### M1 wires

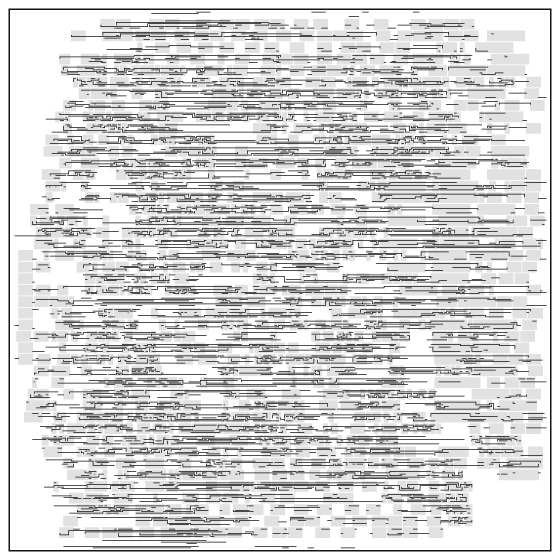
### Signal wires on met2

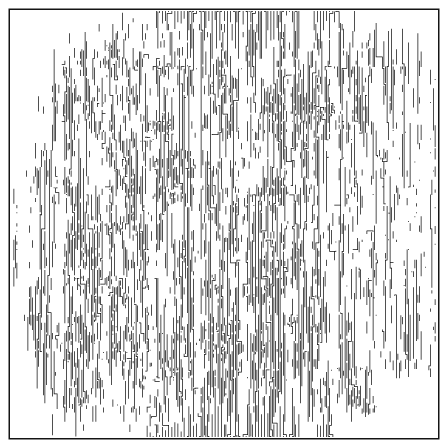
### M4 wires

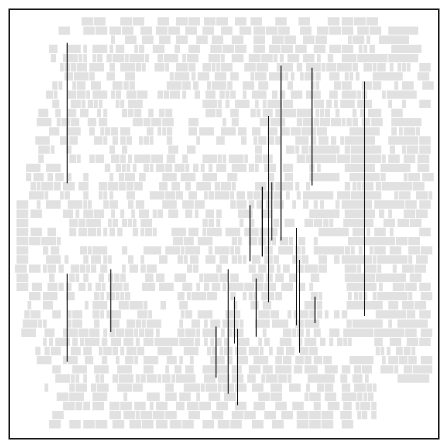
### Track usage over the die

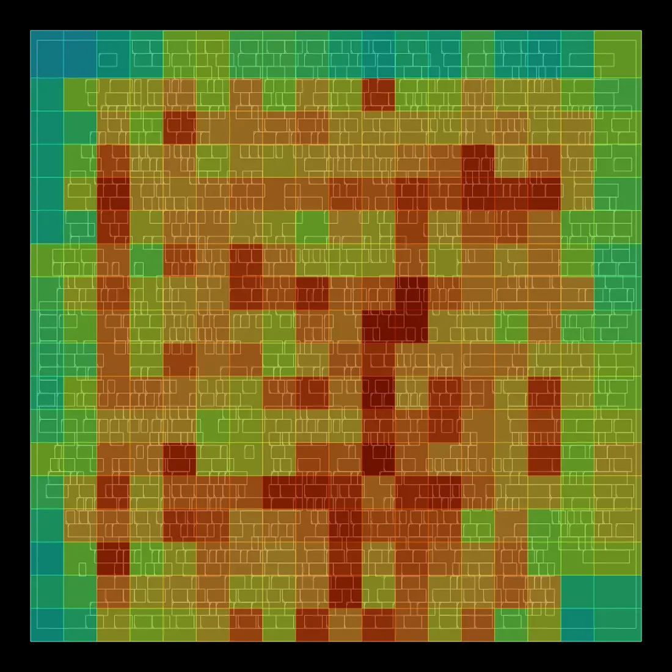
===== src/rtl/alu_pkg.sv =====
// Shared definitions for the arbitrated ALU: op codes, op type, default width and FSM states.
package alu_pkg;

    localparam int unsigned ALU_WIDTH = 32;
    localparam int unsigned OP_W      = 3;

    typedef logic [OP_W-1:0] alu_op_t;

    localparam alu_op_t ALU_AND = 3'b000;
    localparam alu_op_t ALU_OR  = 3'b001;
    localparam alu_op_t ALU_ADD = 3'b010;
    localparam alu_op_t ALU_SUB = 3'b110;
    localparam alu_op_t ALU_XOR = 3'b111;

    typedef enum logic {
        ST_EMPTY = 1'b0,
        ST_FULL  = 1'b1
    } arb_state_t;

endpackage


===== src/rtl/alu_core.sv =====
// Combinational shared ALU: logic ops, add/sub with carry/borrow, pass-through default, zero flag.
module alu_core
    import alu_pkg::*;
#(
    parameter int unsigned WIDTH = ALU_WIDTH
) (
    input  alu_op_t          op,
    input  logic [WIDTH-1:0] a,
    input  logic [WIDTH-1:0] b,
    output logic [WIDTH-1:0] data,
    output logic             carry,
    output logic             zero
);

    // Carry lives in the extra top bit; logic ops leave it 0.
    logic [WIDTH:0] wide;

    always_comb begin
        wide = {1'b0, a};
        case (op)
            ALU_AND: wide = {1'b0, a & b};
            ALU_OR:  wide = {1'b0, a | b};
            ALU_ADD: wide = {1'b0, a} + {1'b0, b};
            ALU_SUB: wide = {1'b0, a} - {1'b0, b};
            ALU_XOR: wide = {1'b0, a ^ b};
            default: wide = {1'b0, a};
        endcase
    end

    assign data  = wide[WIDTH-1:0];
    assign carry = wide[WIDTH];
    assign zero  = (wide[WIDTH-1:0] == '0);

endmodule


===== src/rtl/alu_arbiter.sv =====
// Two-requester round-robin arbiter in front of one shared ALU with a one-entry response buffer.
// Define ALU_ARB_LOCK_EN to add the req_lock port and grant-hold locking.
module alu_arbiter
    import alu_pkg::*;
#(
    parameter int unsigned WIDTH = ALU_WIDTH
) (
    input  logic             clk,
    input  logic             reset,
    input  logic [1:0]       req_valid,
    output logic [1:0]       req_ready,
    input  alu_op_t          req_op0,
    input  alu_op_t          req_op1,
    input  logic [WIDTH-1:0] req_a0,
    input  logic [WIDTH-1:0] req_a1,
    input  logic [WIDTH-1:0] req_b0,
    input  logic [WIDTH-1:0] req_b1,
`ifdef ALU_ARB_LOCK_EN
    input  logic [1:0]       req_lock,
`endif
    output logic             rsp_valid,
    input  logic             rsp_ready,
    output logic             rsp_id,
    output logic [WIDTH-1:0] rsp_data,
    output logic             rsp_carry,
    output logic             rsp_zero
);

    arb_state_t       state;
    arb_state_t       state_next;
    logic             last_grant;
    logic             grant;
    logic             grant_ok;
    logic             slot_free;
    logic             xfer;
    alu_op_t          op_sel;
    logic [WIDTH-1:0] a_sel;
    logic [WIDTH-1:0] b_sel;
    logic [WIDTH-1:0] alu_data;
    logic             alu_carry;
    logic             alu_zero;

`ifdef ALU_ARB_LOCK_EN
    logic lock_held;
    logic lock_id;
`endif

    always_ff @(posedge clk or negedge reset) begin
        if (!reset) begin
            state <= ST_EMPTY;
        end else begin
            state <= state_next;
        end
    end

    // Grant selection, handshake and buffer occupancy.
    always_comb begin
        state_next = state;
        grant      = 1'b0;
        grant_ok   = 1'b0;
        req_ready  = 2'b00;
        slot_free  = (state == ST_EMPTY) || rsp_ready;

        case (req_valid)
            2'b01: begin grant = 1'b0;        grant_ok = 1'b1; end
            2'b10: begin grant = 1'b1;        grant_ok = 1'b1; end
            2'b11: begin grant = ~last_grant; grant_ok = 1'b1; end
            default: begin grant = 1'b0;      grant_ok = 1'b0; end
        endcase

`ifdef ALU_ARB_LOCK_EN
        if (lock_held) begin
            grant    = lock_id;
            grant_ok = lock_id ? req_valid[1] : req_valid[0];
        end
`endif

        xfer = grant_ok && slot_free;
        if (xfer) begin
            req_ready = grant ? 2'b10 : 2'b01;
        end

        case (state)
            ST_EMPTY: if (xfer) state_next = ST_FULL;
            ST_FULL:  if (!xfer && rsp_ready) state_next = ST_EMPTY;
            default:  state_next = ST_EMPTY;
        endcase
    end

    assign op_sel = grant ? req_op1 : req_op0;
    assign a_sel  = grant ? req_a1  : req_a0;
    assign b_sel  = grant ? req_b1  : req_b0;

    alu_core #(
        .WIDTH (WIDTH)
    ) u_alu_core (
        .op    (op_sel),
        .a     (a_sel),
        .b     (b_sel),
        .data  (alu_data),
        .carry (alu_carry),
        .zero  (alu_zero)
    );

    // Response buffer payload; held while the consumer stalls.
    always_ff @(posedge clk or negedge reset) begin
        if (!reset) begin
            rsp_id     <= 1'b0;
            rsp_data   <= '0;
            rsp_carry  <= 1'b0;
            rsp_zero   <= 1'b0;
            last_grant <= 1'b1;
        end else if (xfer) begin
            rsp_id     <= grant;
            rsp_data   <= alu_data;
            rsp_carry  <= alu_carry;
            rsp_zero   <= alu_zero;
            last_grant <= grant;
        end
    end

`ifdef ALU_ARB_LOCK_EN
    // While held, the grant is pinned to lock_id, so any transfer comes from the owner.
    always_ff @(posedge clk or negedge reset) begin
        if (!reset) begin
            lock_held <= 1'b0;
            lock_id   <= 1'b0;
        end else if (xfer) begin
            lock_held <= grant ? req_lock[1] : req_lock[0];
            lock_id   <= grant;
        end
    end
`endif

    assign rsp_valid = (state == ST_FULL);

endmodule


===== config.mk =====
export PLATFORM = sky130hd
export DESIGN_NAME = alu_arbiter
export DESIGN_NICKNAME = d
export VERILOG_FILES = /design/src/rtl/alu_pkg.sv /design/src/rtl/alu_core.sv /design/src/rtl/alu_arbiter.sv
export SDC_FILE = /design/constraint.sdc
export NUM_CORES = 1
export LEC_CHECK = 0
export CAP_MARGIN = 15
export CORE_UTILIZATION = 45
export CTS_CLUSTER_DIAMETER = 40
export DETAILED_ROUTE_END_ITERATION = 8
export PLACE_DENSITY = 0.74
export RECOVER_POWER = 50
export SYNTH_ARGS = -nofsm -noshare
export SYNTH_HDL_FRONTEND = slang
export SYNTH_SLANG_ARGS = --single-unit
export TNS_END_PERCENT = 30

===== constraint.sdc =====
create_clock -name clk -period 6.55 [get_ports clk]
set_input_delay 0.9825 -clock clk [delete_from_list [all_inputs] [get_ports clk]]
set_output_delay 0.9825 -clock clk [all_outputs]
set_load 0.02 [all_outputs]

==> qor.yml <==
routedWlPerCell_um: 19.40
place_congestion: 0.9742
yosysWarnings: 0
fmax_mhz: 161.9
synth.distinct_cells: 77
htree_levels: 2
placementRows: 45
status: "complete, but fails checks"
total_power_mw: 1.960
grt_pass1_vias: 7536
final_cells: 1380
mostFrequentLayoutCell: "clkdlybuf4s50_1"
violations: "max-capacitance violations, max-slew violations"
r2r_end: "rsp_zero$_DFFE_PN0P_"
dpl.cell_count: 1372
synth.avg_cell_area_um2: 7.260
p_leak_nw: 4.415
reg2reg_depth: 22
finalMaxSlewViolations: 89
sequentialPowerShare: 0.162
power.density_mw_per_mm2: 205.0
grt_antenna_before_repair: 0
maxSlewHeadroom: -0.2882
crit_type: "primary input to register"
grt_first_pass_wirelength_mm: 41.59
clk_latency_ns: 0.28
fin_crit_ns: 6.176
die_x_um: 127.2
power.share.clock: 0.138
switching_share: 0.4641
finalClockSkew_ns: 0.004474
async_flop_share: 1.000
endpoint: "rsp_zero$_DFFE_PN0P_"
drt-pass1-iter-count: 5
final_cell_area_mm2: 0.009562
drc: 0
synth_top_flop_cell: "dfrtp_1"
fin_crit_sh: 0.9429
synthCells: 971
cap_violations: 2
root_buffer: "clkbuf_16"
Notes on 'M1 wires' above:
share of all routed wire: 46%
nets with wire on the layer: 1,260
wire length on this layer: 12,300 um
final wirelength: 26.77 mm
via count: 8,168
met1 Usage GRT: 0.4764

Notes on 'Signal wires on met2' above:
main direction: vertical
share of all routed wire: 42%
nets with wire on the layer: 1,153
Global Route met2 Usage: 0.5036

Notes on 'M4 wires' above:
main direction: vertical
nets with wire on the layer: 17
wire length on this layer: 518 um

Notes on 'Track usage over the die' above:
fin util: 0.6267
layer with the highest usage: met2
All-Layer GR Usage: 0.3283

==> stage by stage <==
stage	hold slack [ns]	setup slack [ns]	util
floorplan	0.5010	0.03024	-
global placement	0.4584	0.1379	0.6143
detailed placement	0.4645	0.02579	0.6143
CTS	0.4769	0.3017	0.6255
global route	0.4786	-0.02169	0.6267
finish	0.4679	0.3738	0.6267
==> cells by family (layout without fill, tap and decap cells) <==
logic type,Yosys count,count (layout),synth area share
flip-flops,37,37,0.1315
AND/OR/NAND/NOR,303,303,0.1984
multiplexers,74,74,0.1084
buffers and inverters,122,320,0.06851
adder cells (fa/ha/maj),95,95,0.1697
XOR/XNOR,54,54,0.06709
AND-OR/OR-AND,286,286,0.2563
==> flip-flops by register name (all words and copies together), names as in the netlist <==
signal      count
rsp_zero        1
rsp_carry       1
rsp_valid       1
rsp_id          1
rsp_data       32
last_grant      1
==> area by class of cell <==
| cell class | instances | area, um^2 | area share |
|---|---|---|---|
| clock inverters | 3 | 46.29 | 0.004842 |
| multi-input cells | 812 | 5689 | 0.5950 |
| flip-flops and latches | 37 | 927.1 | 0.09696 |
| repair buffers | 239 | 2236 | 0.2338 |
| inverters | 73 | 274.0 | 0.02866 |
| well taps | 211 | 264.0 | 0.02761 |
| clock buffers | 5 | 125.1 | 0.01309 |
==> cell usage after synthesis (all sizes together), types with 8 or more instances <==
master	instances	area, um^2
clkbuf	34	127.6
xnor2	45	394.1
o221ai	10	87.58
nor2	87	326.6
dfrtp	36	900.9
buf	15	81.33
a21oi	71	359.1
o22ai	10	62.56
mux2i	65	663.1
mux2	9	101.4
o21ai	87	435.4
nand4	8	50.05
a221oi	9	78.83
a22oi	11	82.58
nand2b	8	50.05
nand3	12	60.06
xor2	9	78.83
a21o	17	127.6
a211oi	10	80.07
nand2	126	473.0
ha	94	1176
a31oi	11	68.82
inv	72	270.3
nor3	18	105.1
==> power by group through the flow <==
stage / Combinational [mW] / Sequential, mW / Clock, mW
after CTS: 1.35 / 0.319 / 0.275
final: 1.37 / 0.318 / 0.271
after global routing: 1.49 / 0.325 / 0.283
after detailed placement: 1.34 / 0.322 / 0
after global placement: 1.33 / 0.319 / 0
after floorplan: 0.751 / 0.388 / 0
==> worst max-delay path: stages <==
cell             delay (ns)
clkdlybuf4s50_1        0.48
a21bo_4                0.26
buf_4                  0.20
mux2_2                 0.27
nand4_1                0.26
nor3_4                 0.28
and4_2                 0.31
nand3_1                0.12
or3_1                  0.44
nand2_1                0.11
xnor2_1                0.07
ha_1                   0.40
and3_1                 0.21
nand2_1                0.07
nor3_1                 0.24
nand3b_1               0.11
a2bb2oi_1              0.16
and2_1                 0.17
xor2_1                 0.18
o2111ai_1              0.12
or4_1                  0.53
nor4_1                 0.29
a21o_1                 0.11
==> per-layer routing <==
metal / share of wire / vias up / GRT usage
li1: - / 3873 / -
met1: 0.46 / 3830 / 0.4764
met2: 0.42 / 423 / 0.5036
met3: 0.096 / 42 / 0.05528
met4: 0.019 / 0 / 0.07843
met5: 0 / - / 0
Power figures rest on the tool's default switching activity, not on a simulated workload.
